Fig. 1: run 1, routed clock nets over the placement
Scale: 2 px per micron.
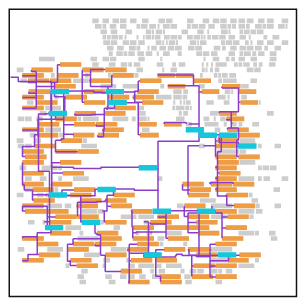
Fig. 2: run 1, sequential cells grouped by signal name
Scale: 2 px per micron. Other sequential cells in the stronger grey, the rest of the logic in the fainter grey.
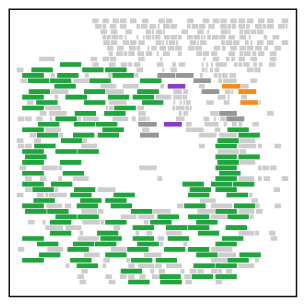
Fig. 3: run 1, routed metal, one colour a layer
Scale: 2 px per micron.
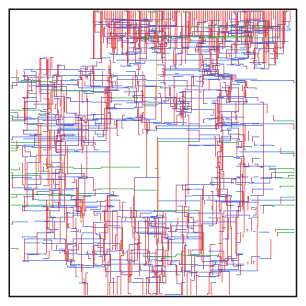
===== src/rtl/memc_dma_responder.sv =====
// Lane memory-controller responder: arbitrates DMA writes/reads onto one SRAM port
// and returns read data in order through a credit-protected FIFO.
module memc_dma_responder #(
  parameter int ADDR_W     = 10,
  parameter int DATA_W     = 32,
  parameter int RD_LAT     = 2,
  parameter int FIFO_DEPTH = 4
) (
  input  logic              clk,
  input  logic              reset_poweron,
  input  logic              dma__memc__write_valid,
  input  logic [ADDR_W-1:0] dma__memc__write_address,
  input  logic [DATA_W-1:0] dma__memc__write_data,
  output logic              memc__dma__write_ready,
  input  logic              dma__memc__read_valid,
  input  logic [ADDR_W-1:0] dma__memc__read_address,
  input  logic              dma__memc__read_pause,
  output logic              memc__dma__read_ready,
  output logic [DATA_W-1:0] memc__dma__read_data,
  output logic              memc__dma__read_data_valid,
  output logic              memc__sram__enable,
  output logic              memc__sram__write,
  output logic [ADDR_W-1:0] memc__sram__address,
  output logic [DATA_W-1:0] memc__sram__wdata,
  input  logic [DATA_W-1:0] sram__memc__rdata
);

  localparam int PW = (FIFO_DEPTH > 1) ? $clog2(FIFO_DEPTH) : 1;
  localparam int CW = $clog2(FIFO_DEPTH + 1);

  typedef enum logic {WR_PRI, RD_PRI} token_t;

  token_t            token, token_nxt;
  logic [CW-1:0]     credits;
  logic [CW-1:0]     count;
  logic [PW-1:0]     wptr, rptr;
  logic [DATA_W-1:0] mem [FIFO_DEPTH];
  logic [RD_LAT-1:0] rd_pipe;

  logic rd_ok, rd_req;
  logic wr_grant, rd_grant;
  logic push, pop, fifo_empty;

  function automatic logic [PW-1:0] ptr_inc(input logic [PW-1:0] p);
    return (p == PW'(FIFO_DEPTH - 1)) ? '0 : p + PW'(1);
  endfunction

  assign rd_ok  = credits != '0;
  assign rd_req = dma__memc__read_valid && rd_ok;

  // Readies are held low while reset is asserted so nothing issues.
  always_comb begin
    memc__dma__write_ready = 1'b0;
    memc__dma__read_ready  = 1'b0;
    if (!reset_poweron) begin
      memc__dma__write_ready = !rd_req || (token == WR_PRI);
      memc__dma__read_ready  = rd_ok &&
        (!dma__memc__write_valid || (token == RD_PRI));
    end
  end

  assign wr_grant = dma__memc__write_valid && memc__dma__write_ready;
  assign rd_grant = dma__memc__read_valid && memc__dma__read_ready;

  always_ff @(posedge clk or posedge reset_poweron) begin
    if (reset_poweron) token <= WR_PRI;
    else               token <= token_nxt;
  end

  always_comb begin
    token_nxt = token;
    unique case (1'b1)
      wr_grant && rd_req:                 token_nxt = RD_PRI;
      rd_grant && dma__memc__write_valid: token_nxt = WR_PRI;
      default:                            token_nxt = token;
    endcase
  end

  always_comb begin
    memc__sram__enable  = 1'b0;
    memc__sram__write   = 1'b0;
    memc__sram__address = '0;
    memc__sram__wdata   = '0;
    unique case (1'b1)
      wr_grant: begin
        memc__sram__enable  = 1'b1;
        memc__sram__write   = 1'b1;
        memc__sram__address = dma__memc__write_address;
        memc__sram__wdata   = dma__memc__write_data;
      end
      rd_grant: begin
        memc__sram__enable  = 1'b1;
        memc__sram__address = dma__memc__read_address;
      end
      default: ;
    endcase
  end

  always_ff @(posedge clk or posedge reset_poweron) begin
    if (reset_poweron) begin
      rd_pipe <= '0;
    end else begin
      rd_pipe[0] <= rd_grant;
      for (int i = 1; i < RD_LAT; i++)
        rd_pipe[i] <= rd_pipe[i-1];
    end
  end

  assign push       = rd_pipe[RD_LAT-1];
  assign fifo_empty = count == '0;
  assign pop        = memc__dma__read_data_valid;

  assign memc__dma__read_data_valid = !fifo_empty && !dma__memc__read_pause;
  assign memc__dma__read_data =
    memc__dma__read_data_valid ? mem[rptr] : '0;

  always_ff @(posedge clk) begin
    if (push) mem[wptr] <= sram__memc__rdata;
  end

  always_ff @(posedge clk or posedge reset_poweron) begin
    if (reset_poweron) begin
      wptr  <= '0;
      rptr  <= '0;
      count <= '0;
    end else begin
      if (push) wptr <= ptr_inc(wptr);
      if (pop)  rptr <= ptr_inc(rptr);
      unique case ({push, pop})
        2'b10:   count <= count + CW'(1);
        2'b01:   count <= count - CW'(1);
        default: count <= count;
      endcase
    end
  end

  // Credits cover reads in the pipe plus entries in the FIFO.
  always_ff @(posedge clk or posedge reset_poweron) begin
    if (reset_poweron) begin
      credits <= CW'(FIFO_DEPTH);
    end else begin
      unique case ({rd_grant, pop})
        2'b10:   credits <= credits - CW'(1);
        2'b01:   credits <= credits + CW'(1);
        default: credits <= credits;
      endcase
    end
  end

  a_one_grant: assert property (@(posedge clk) disable iff (reset_poweron)
    !(wr_grant && rd_grant));
  a_no_overflow: assert property (@(posedge clk) disable iff (reset_poweron)
    !(push && !pop && count == CW'(FIFO_DEPTH)));

endmodule


===== config.mk =====
export PLATFORM = sky130hd
export DESIGN_NAME = memc_dma_responder
export DESIGN_NICKNAME = d
export VERILOG_FILES = /design/src/rtl/memc_dma_responder.sv
export SDC_FILE = /design/constraint.sdc
export NUM_CORES = 1
export LEC_CHECK = 0
export CAP_MARGIN = 20
export CORE_MARGIN = 3
export CORE_UTILIZATION = 32
export DETAILED_ROUTE_END_ITERATION = 6
export PLACE_DENSITY = 0.63
export SYNTH_ARGS = -nofsm -noshare
export SYNTH_HDL_FRONTEND = slang
export SYNTH_SLANG_ARGS = --single-unit

===== constraint.sdc =====
create_clock -name clk -period 5.9 [get_ports clk]
set_input_delay 0.885 -clock clk [delete_from_list [all_inputs] [get_ports clk]]
set_output_delay 0.885 -clock clk [all_outputs]
set_load 0.02 [all_outputs]

==> job_summary.md, run 1 <==
### Metrics collected by this job

| Metric | Value |
|---|---|
| Root Buffer | clkbuf_16 |
| Post-DP HPWL | 8.795 mm |
| Crit-path max cell delay | 0.81 ns |
| Via density | 4.627 |
| Sink Count | 141 |
| Final Hold Viols | 0 |
| YS chip area | 5991 sq um |
| Mux cell area share after synthesis | 12.78% |
| Max-Cap Viols | 0 |
| GP Congestion | 0.7278 |
| Die area | 20,400 sq um |
| N_taps | 229 |
| FF+latch area | 4173 sq um |
| Met2 Track Usage GR | 21.81% |
| Highest Signal Layer | met4 |
| Most frequent cells in the layout | clkdlybuf4s50_1, edfxtp_1, and2_1, mux4_2, nor2b_1 |
| Met3 Resource Use GR | 4.320% |
| Fin crit share | 73.13% |
| Peak supply drop | 0.2137 mV |
| FMAX | 231.8 MHz |
| Area Growth Syn to Fin | 41.37% |
| Worst path buffer plus inverter count | 3 |
| Worst Path Arrival | 3.43 ns |
| Worst min path class | flip-flop to flip-flop |
| Tightest Pin Transition | 0.9396 ns |
| Lkg Pwr | 2.881 nW |
| H-tree levels | 4 |
| Post-synth seq share | 69.61% |
| Die y size | 142.8 microns |
| Synth logic family | multiplexers |
| CP startpoint | reset_poweron |
| Post-cts resize count | 0 |
| Crit end category | output port |
| Nets | 607 |
| Initial antenna violation count | 0 |
| CP top delay family | buffers and inverters |
| Area share of fa/ha/maj cells after synthesis | 2.130% |
| Run status | finished, final reports clean |
| Total tool warning count | 29 |
| Switching Fraction | 28.65% |
| Post-synthesis cell count | 341 |
| Seq pwr share | 38.4% |
| Largest area class, layout | sequential cells |
| Synth warn | 0 |
| Buffer share of cell area | 19.91% |
| CP Launch Type | input pin |
| Rows | 49 |
| CORE AREA | 18,150 sq um |
| Synth flops | 141 |
| Worst rel slew slack | 37.36% |
| Met3 routed WL | 634 microns |
| CTS tree | built |
| Post-Syn Area | 5991 sq um |
| Crit Path Max Fanout | 25 |
| CP max stage cell | inv_1 |
| Residual DRC | 0 |
| Layout clock buffers | 17 |
Notes on Fig. 1 above:
[flip-flops] orange | count: 141
[clock wires] purple | length: 1,670 microns
[clock drivers] cyan | count: 17
routed clock nets: 18
clk ins delay skew pair: 0.42 ns
Clk power: 1.11 mW
Clock Power Share: 31.4%
clock skew: 0.006849 ns

Notes on Fig. 2 above:
[wptr] purple | placed flops: 2
[mem] green | placed flops: 128
[credits] orange | placed flops: 3
not coloured: 8
fraction of area in registers: 49.27%
Final Core Density: 46.67%

Notes on Fig. 3 above:
[metal 3] green | wire length: 635 microns
[metal 4] orange | wire length: 195 microns
[metal 2] red | wire length: 6,920 microns
[metal 1] blue | wire length: 5,920 microns
via count: 3,475
gr usage total: 13.59%
final wirelength: 13.67 mm
Avg WL per Cell: 18.20 microns

run 1: metrics by stage:
step                      hold slack [ns]  utilization (%)  instances  total power, mW  worst slack (ns)
after floorplan                    0.3312                -        341            2.034             2.778
after global placement             0.3370            43.25        719            2.433             1.628
after detailed placement           0.3347            43.25        719            2.455             1.580
after CTS                          0.3481            46.67        751            3.574             1.571
after global routing               0.3721            46.67        751            3.702             1.265
final                              0.3473            46.67        751            3.518             1.586
run 1: final timing paths:
path | slack (ns) | cells after the start | to
max reg2reg | 3.21 | 8 | count[2]
max | 1.59 | 5 | memc__sram__address[1]
min in group asynchronous | 1.49 | 2 | rptr[1]
max in group asynchronous | 3.83 | 2 | rptr[0]
min | 0.35 | 0 | rd_pipe[1]
min reg2reg | 0.35 | 0 | rd_pipe[1]
run 1: cell usage after synthesis:
cell type,count,area (sq um)
ha_1,7,87.58
o31a_1,1,8.760
buf_4,3,22.52
nand2_1,11,41.29
fa_1,2,40.04
clkbuf_1,8,30.03
o311a_1,1,10.01
xor2_1,3,26.28
nand2b_1,2,12.51
mux2_2,4,45.04
or3_1,1,6.260
nor3_4,1,16.27
nor2_1,8,30.03
inv_1,17,63.81
nand3_1,1,5.000
edfxtp_1,128,3844
buf_6,4,45.04
or2_1,1,6.260
buf_2,5,25.02
o32ai_1,10,87.58
mux4_2,32,720.7
o21ai_0,3,15.01
nor2b_1,32,200.2
and2_1,36,225.2
nor3_1,3,15.01
dfstp_2,1,26.28
xnor2_1,4,35.03
dfrtp_1,12,300.3
run 1: power groups by stage:
stage	Sequential, mW	Combinational [mW]	Clock (mW)
final	1.35	1.06	1.11
after global routing	1.38	1.15	1.18
after detailed placement	1.38	1.08	0
after CTS	1.36	1.08	1.13
after global placement	1.37	1.06	0
after floorplan	1.28	0.757	0
Fig. 4: run 1, track usage over the die
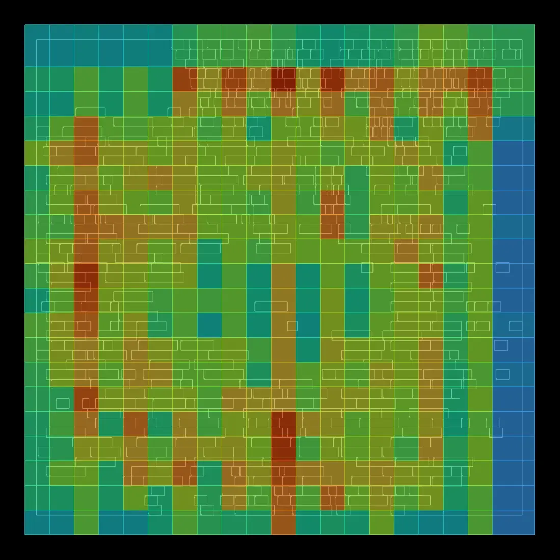

==> run 2: changes to the inputs <==
==> constraint.sdc (replaced) <==
create_clock -name clk -period 4.3 [get_ports clk]
set_input_delay 0.645 -clock clk [delete_from_list [all_inputs] [get_ports clk]]
set_output_delay 0.645 -clock clk [all_outputs]
set_load 0.02 [all_outputs]
Fig. 5: run 2, track usage over the die
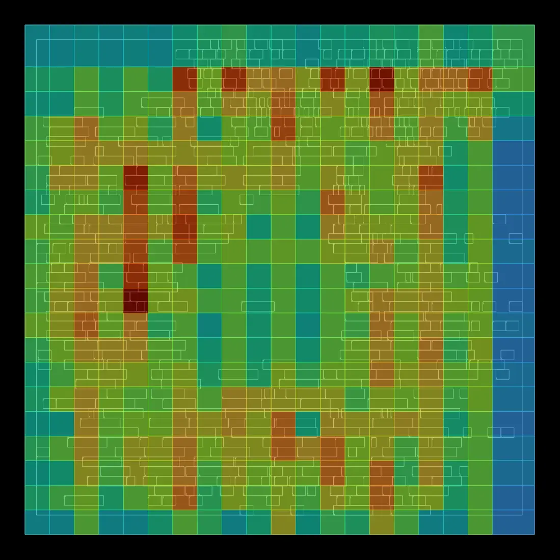
met2 Track Usage GR: 23.15%
Avg WL per Cell: 18.53 microns
met3 Resource Use GR: 3.550%
met1 usage: 18.09%

==> job_summary.md, run 2 <==
### Metrics collected by this job

| Metric | Value |
|---|---|
| Worst Path Arrival | 2.86 ns |
| Most frequent cell after synthesis | edfxtp_1 |
| Die area | 20,400 sq um |
| Async set-reset flop share out of synthesis | 9.220% |
| Final wirelength | 13.95 mm |
| Sink Count | 141 |
| H-tree levels | 4 |
| Area Growth Syn to Fin | 41.17% |
| Crit-path max cell delay | 0.73 ns |
| Worst setup path end | memc__sram__wdata[19] |
| R2R setup slack | 1.53 ns |
| Peak supply drop | 0.3007 mV |
| CP startpoint | dma__memc__write_valid |
| Sequential power | 1.83 mW |
| Switching Fraction | 28.64% |
| Residual DRC | 0 |
| Post-Syn Area | 5991 sq um |
| Crit Path Max Fanout | 33 |
| I/O Pins | 168 |
| Top cell area share | 64.16% |
| EDFF count, synth | 128 |
| Via density | 4.639 |
| Most flop-heavy register | mem |
| Root Buffer | clkbuf_16 |
| Ys flop type | edfxtp_1 |
| Rows | 49 |
| Tightest Pin Transition | 0.9803 ns |
| Area share of fa/ha/maj cells after synthesis | 2.130% |
| Nets | 609 |
| Die y size | 142.8 microns |
| Post-DP HPWL | 9.105 mm |
| Path depth of the worst reg2reg path | 8 |
| Clk power | 1.43 mW |
| Synth flops | 141 |
| CP Launch Type | input pin |
| Levels on crit path | 5 |
| CP top delay family | buffers and inverters |
| Worst path buffer plus inverter count | 3 |
| FMAX | 285.5 MHz |
| Fin crit share | 81.46% |
| Gr usage total | 13.90% |
| Via count | 3,493 |
| Crit end category | output port |
| Post-Synth Simple-Gate Area | 9.315% |
| Top Consumer | sequential cells |
| Worst min path class | flip-flop to flip-flop |
| Post-synth seq share | 69.61% |
| CORE AREA | 18,150 sq um |
| Synth logic family | multiplexers |
| Critical Path, Cell by Cell | clkdlybuf4s50_1, inv_1, nor3_4, and2_1, clkdlybuf4s50_1 |
| Lkg Pwr | 2.878 nW |
| Clk ins delay skew pair | 0.40 ns |
| Seq pwr share | 38.5% |
| Reg2reg end | count[2] |
| Worst rel slew slack | 34.65% |
| Power Density | 562.8 nW/um^2 |
| CTS tree | built |
| Top cells by area | edfxtp_1, mux4_2, dfrtp_1 |
| Most frequent cells in the layout | clkdlybuf4s50_1, edfxtp_1, and2_1, mux4_2, nor2b_1 |
| Run status | finished, final reports clean |
| Final Hold Viols | 0 |
| Post-CTS Setup Repair Bufs | 0 |
| Clock Power Share | 30.0% |
| Total design power | 4.760 mW |
| Area leader, netlist | edfxtp_1 |
| Max-Cap Viols | 0 |
| Post-synthesis cell count | 341 |
| Synth warn | 0 |
| Total tool warning count | 29 |
| CP max stage cell | nor3_4 |
| Worst path most repeated cell | clkdlybuf4s50_1 |
-- run 2: cell counts after synthesis --
No cell type changed its count.
-- run 2: worst min-delay path by stage --
stage,start,end,slack [ns],cells after the start
after floorplan,rd_pipe[0],rd_pipe[1],0.33,0
after global placement,rd_pipe[0],rd_pipe[1],0.34,0
after detailed placement,rd_pipe[0],rd_pipe[1],0.34,0
after CTS,rd_pipe[0],rd_pipe[1],0.35,0
after global routing,rd_pipe[0],rd_pipe[1],0.35,0
final,rd_pipe[0],rd_pipe[1],0.35,0
-- run 2: cell families after synthesis --
kind of cell    after synthesis
flops                       141
simple gates                 96
buf+inv                      37
mux                          36
compound gates               15
fa+ha+maj                     9
xor+xnor                      7
-- run 2: metal layers --
layer	GRT usage [%]	vias to the layer above	part of all wire [%]
li1	-	1624	-
met1	18.09	1792	43
met2	23.15	64	53
met3	3.550	13	3.2
met4	4.052	0	1.2
met5	0	-	0
-- run 2: metrics by stage --
stage / cells / util [%] / instance area (sq um) / worst slack, ns / hold WS [ns]
finish: 753 / 46.60 / 8457 / 0.7971 / 0.3485
global route: 753 / 46.60 / 8457 / 0.6495 / 0.3493
CTS: 753 / 46.60 / 8457 / 0.8079 / 0.3486
detailed placement: 721 / 43.40 / 7876 / 0.8042 / 0.3355
global placement: 721 / 43.40 / 7876 / 0.9112 / 0.3353
floorplan: 341 / - / 5991 / 1.658 / 0.3312
-- run 2: area by class of cell --
type / instances / area [sq um]
Multi-Input combinational cell: 163 / 1639
Timing Repair Buffer: 171 / 1714
Clock inverter: 13 / 147.6
Tap cell: 229 / 286.5
Inverter: 17 / 63.81
Clock buffer: 19 / 432.9
Sequential cell: 141 / 4173
Fill cell: 1589 / 9691
Fig. 6: run 2, routed metal, one colour a layer
Scale: 2 px per micron.
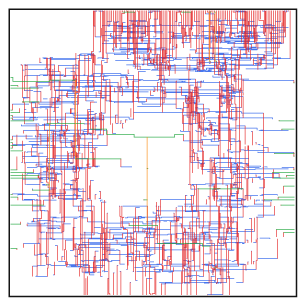

==> run 3: changes to the inputs <==
==> constraint.sdc (replaced) <==
create_clock -name clk -period 3.6 [get_ports clk]
set_input_delay 0.54 -clock clk [delete_from_list [all_inputs] [get_ports clk]]
set_output_delay 0.54 -clock clk [all_outputs]
set_load 0.02 [all_outputs]
Fig. 7: run 3, routed metal, one colour a layer
Scale: 2 px per micron.
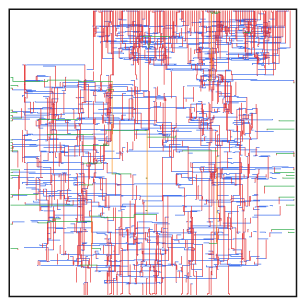
[metal 2] red | wire length: 7,000 microns
[metal 3] green | wire length: 478 microns
[metal 1] blue | wire length: 6,070 microns
[metal 4] orange | wire length: 182 microns
gr usage total: 13.63%
via count: 3,476
Avg WL per Cell: 18.16 microns

==> job_summary.md, run 3 <==
### Metrics collected by this job

| Metric | Value |
|---|---|
| CP max stage cell | dfrtp_2 |
| Floorplan Nets | 439 |
| Area Growth Syn to Fin | 40.60% |
| Crit end category | output port |
| Setup_tns | 0 ns |
| EDFF count, synth | 128 |
| Worst path buffer plus inverter count | 1 |
| Clock Power Share | 28.1% |
| Most frequent cell after synthesis | edfxtp_1 |
| Peak supply drop | 0.3387 mV |
| CP Launch Type | flip-flop |
| CP top delay family | flip-flops |
| Root Buffer | clkbuf_16 |
| Crit-path max cell delay | 0.95 ns |
| Nets | 613 |
| Lkg Pwr | 2.874 nW |
| Power Internal | 3.912 mW |
| Met3 routed WL | 477 microns |
| Worst Path Arrival | 2.55 ns |
| Residual DRC | 0 |
| Max reg flops | 128 |
| CTS tree | built |
| Synth flops | 141 |
| Most frequent cells in the layout | clkdlybuf4s50_1, edfxtp_1, and2_1, mux4_2, nor2b_1 |
| Worst rel slew slack | 37.24% |
| Run status | finished, final reports clean |
| Number of global-route vias before repair | 3,705 |
| Initial antenna violation count | 0 |
| Clk ins delay skew pair | 0.41 ns |
| Die y size | 142.8 microns |
| Post-cts resize count | 0 |
| Clock skew | 0.005523 ns |
| Post-Syn Area | 5991 sq um |
| Seq pwr share | 39.1% |
| Clock slew at reported path FFs | 0.06 ns |
| # Cells Yosys | 341 |
| Met2 wire len | 6.999 mm |
| FMAX | 323.5 MHz |
| Switching Fraction | 29.39% |
| GP Congestion | 0.7130 |
| Final wirelength | 13.73 mm |
| Post-CTS Setup Repair Bufs | 0 |
| Comb pwr share | 32.8% |
| Total tool warning count | 29 |
| Sink Count | 141 |
| I/O Pins | 168 |
| Post-DP HPWL | 9.163 mm |
| Post-synth seq share | 69.61% |
| FP Core Util | 33.01% |
| GRT overflow | 0 |
| Worst min path class | flip-flop to flip-flop |
| Critical Path, Cell by Cell | mux4_2, nor2b_1, clkdlybuf4s50_1 |
| Power Density | 657.7 nW/um^2 |
| Post-synthesis cell count | 341 |
| Ys flop type | edfxtp_1 |
| Top cell area share | 64.16% |
| Post-synth top cells | edfxtp_1, and2_1, mux4_2, nor2b_1, inv_1 |
| WL met1 | 6.068 mm |
| Async set-reset flop share out of synthesis | 9.220% |
| Synth warn | 0 |
| Initial detailed-routing violation count | 187 |
| Fin crit share | 85.87% |
| Max-Cap Viols | 0 |
| Via density | 4.598 |
| Final Hold Viols | 0 |
| Highest Signal Layer | met4 |
| Die area | 20,400 sq um |
| Area leader, netlist | edfxtp_1 |
| Tightest Pin Transition | 0.9414 ns |
| Crit Path Max Fanout | 34 |
| Final Core Density | 46.41% |
| H-tree levels | 4 |
| CORE AREA | 18,150 sq um |
| Most flop-heavy register | mem |
| Top cells by area | edfxtp_1, mux4_2, dfrtp_1 |
| Rows | 49 |
| YS chip area | 5991 sq um |
-- run 3: path summary, 6_finish.rpt --
kind	startpoint	end	slack [ns]	cells after the start
min reg2reg	rd_pipe[0]	rd_pipe[1]	0.34	0
max reg2reg	credits[0]	credits[2]	1.22	10
min	rd_pipe[0]	rd_pipe[1]	0.34	0
max	rptr[1]	memc__dma__read_data[23]	0.51	3
max in group asynchronous	reset_poweron	credits[2]	2.45	3
min in group asynchronous	reset_poweron	credits[0]	0.91	3
-- run 3: through the flow --
stage	setup slack [ns]	power [mW]	std cells	area, sq um	hold WS (ns)
after floorplan	1.107	3.334	341	5991	0.3312
after global placement	0.5936	4.021	725	7894	0.3374
after detailed placement	0.5587	4.063	725	7894	0.3358
after CTS	0.4190	5.639	756	8423	0.3488
after global routing	0.3304	5.850	756	8423	0.3664
final	0.5086	5.540	756	8423	0.3450
-- run 3: routing by layer --
layer / up-vias / track usage, %
met5: - / 0
met4: 0 / 4.602
met3: 15 / 3.583
met2: 84 / 21.83
met1: 1748 / 18.17
li1: 1629 / -
-- run 3: power groups by stage --
stage                     combinational [mW]  clock [mW]  sequential [mW]
after floorplan                         1.24           0             2.09
after global placement                  1.83           0             2.19
after detailed placement                1.86           0             2.21
after CTS                               1.87        1.60             2.17
after global routing                    1.98        1.68             2.20
final                                   1.82        1.56             2.16
-- run 3: area by class of cell --
type	instances	area (sq um)
clock buffers	17	425.4
clock inverters	14	103.9
well taps	229	286.5
fillers	1575	9724
flip-flops and latches	141	4173
repair buffers	175	1732
inverters	17	63.81
multi-input cells	163	1639
-- run 3: cells by family after synthesis --
group | after synthesis | synth area share [%]
fa+ha+maj | 9 | 2.130
mux | 36 | 12.78
flops | 141 | 69.61
simple gates | 96 | 9.315
buf+inv | 37 | 3.112
xor+xnor | 7 | 1.023
compound gates | 15 | 2.026
Power and IR drop assume default switching activity.
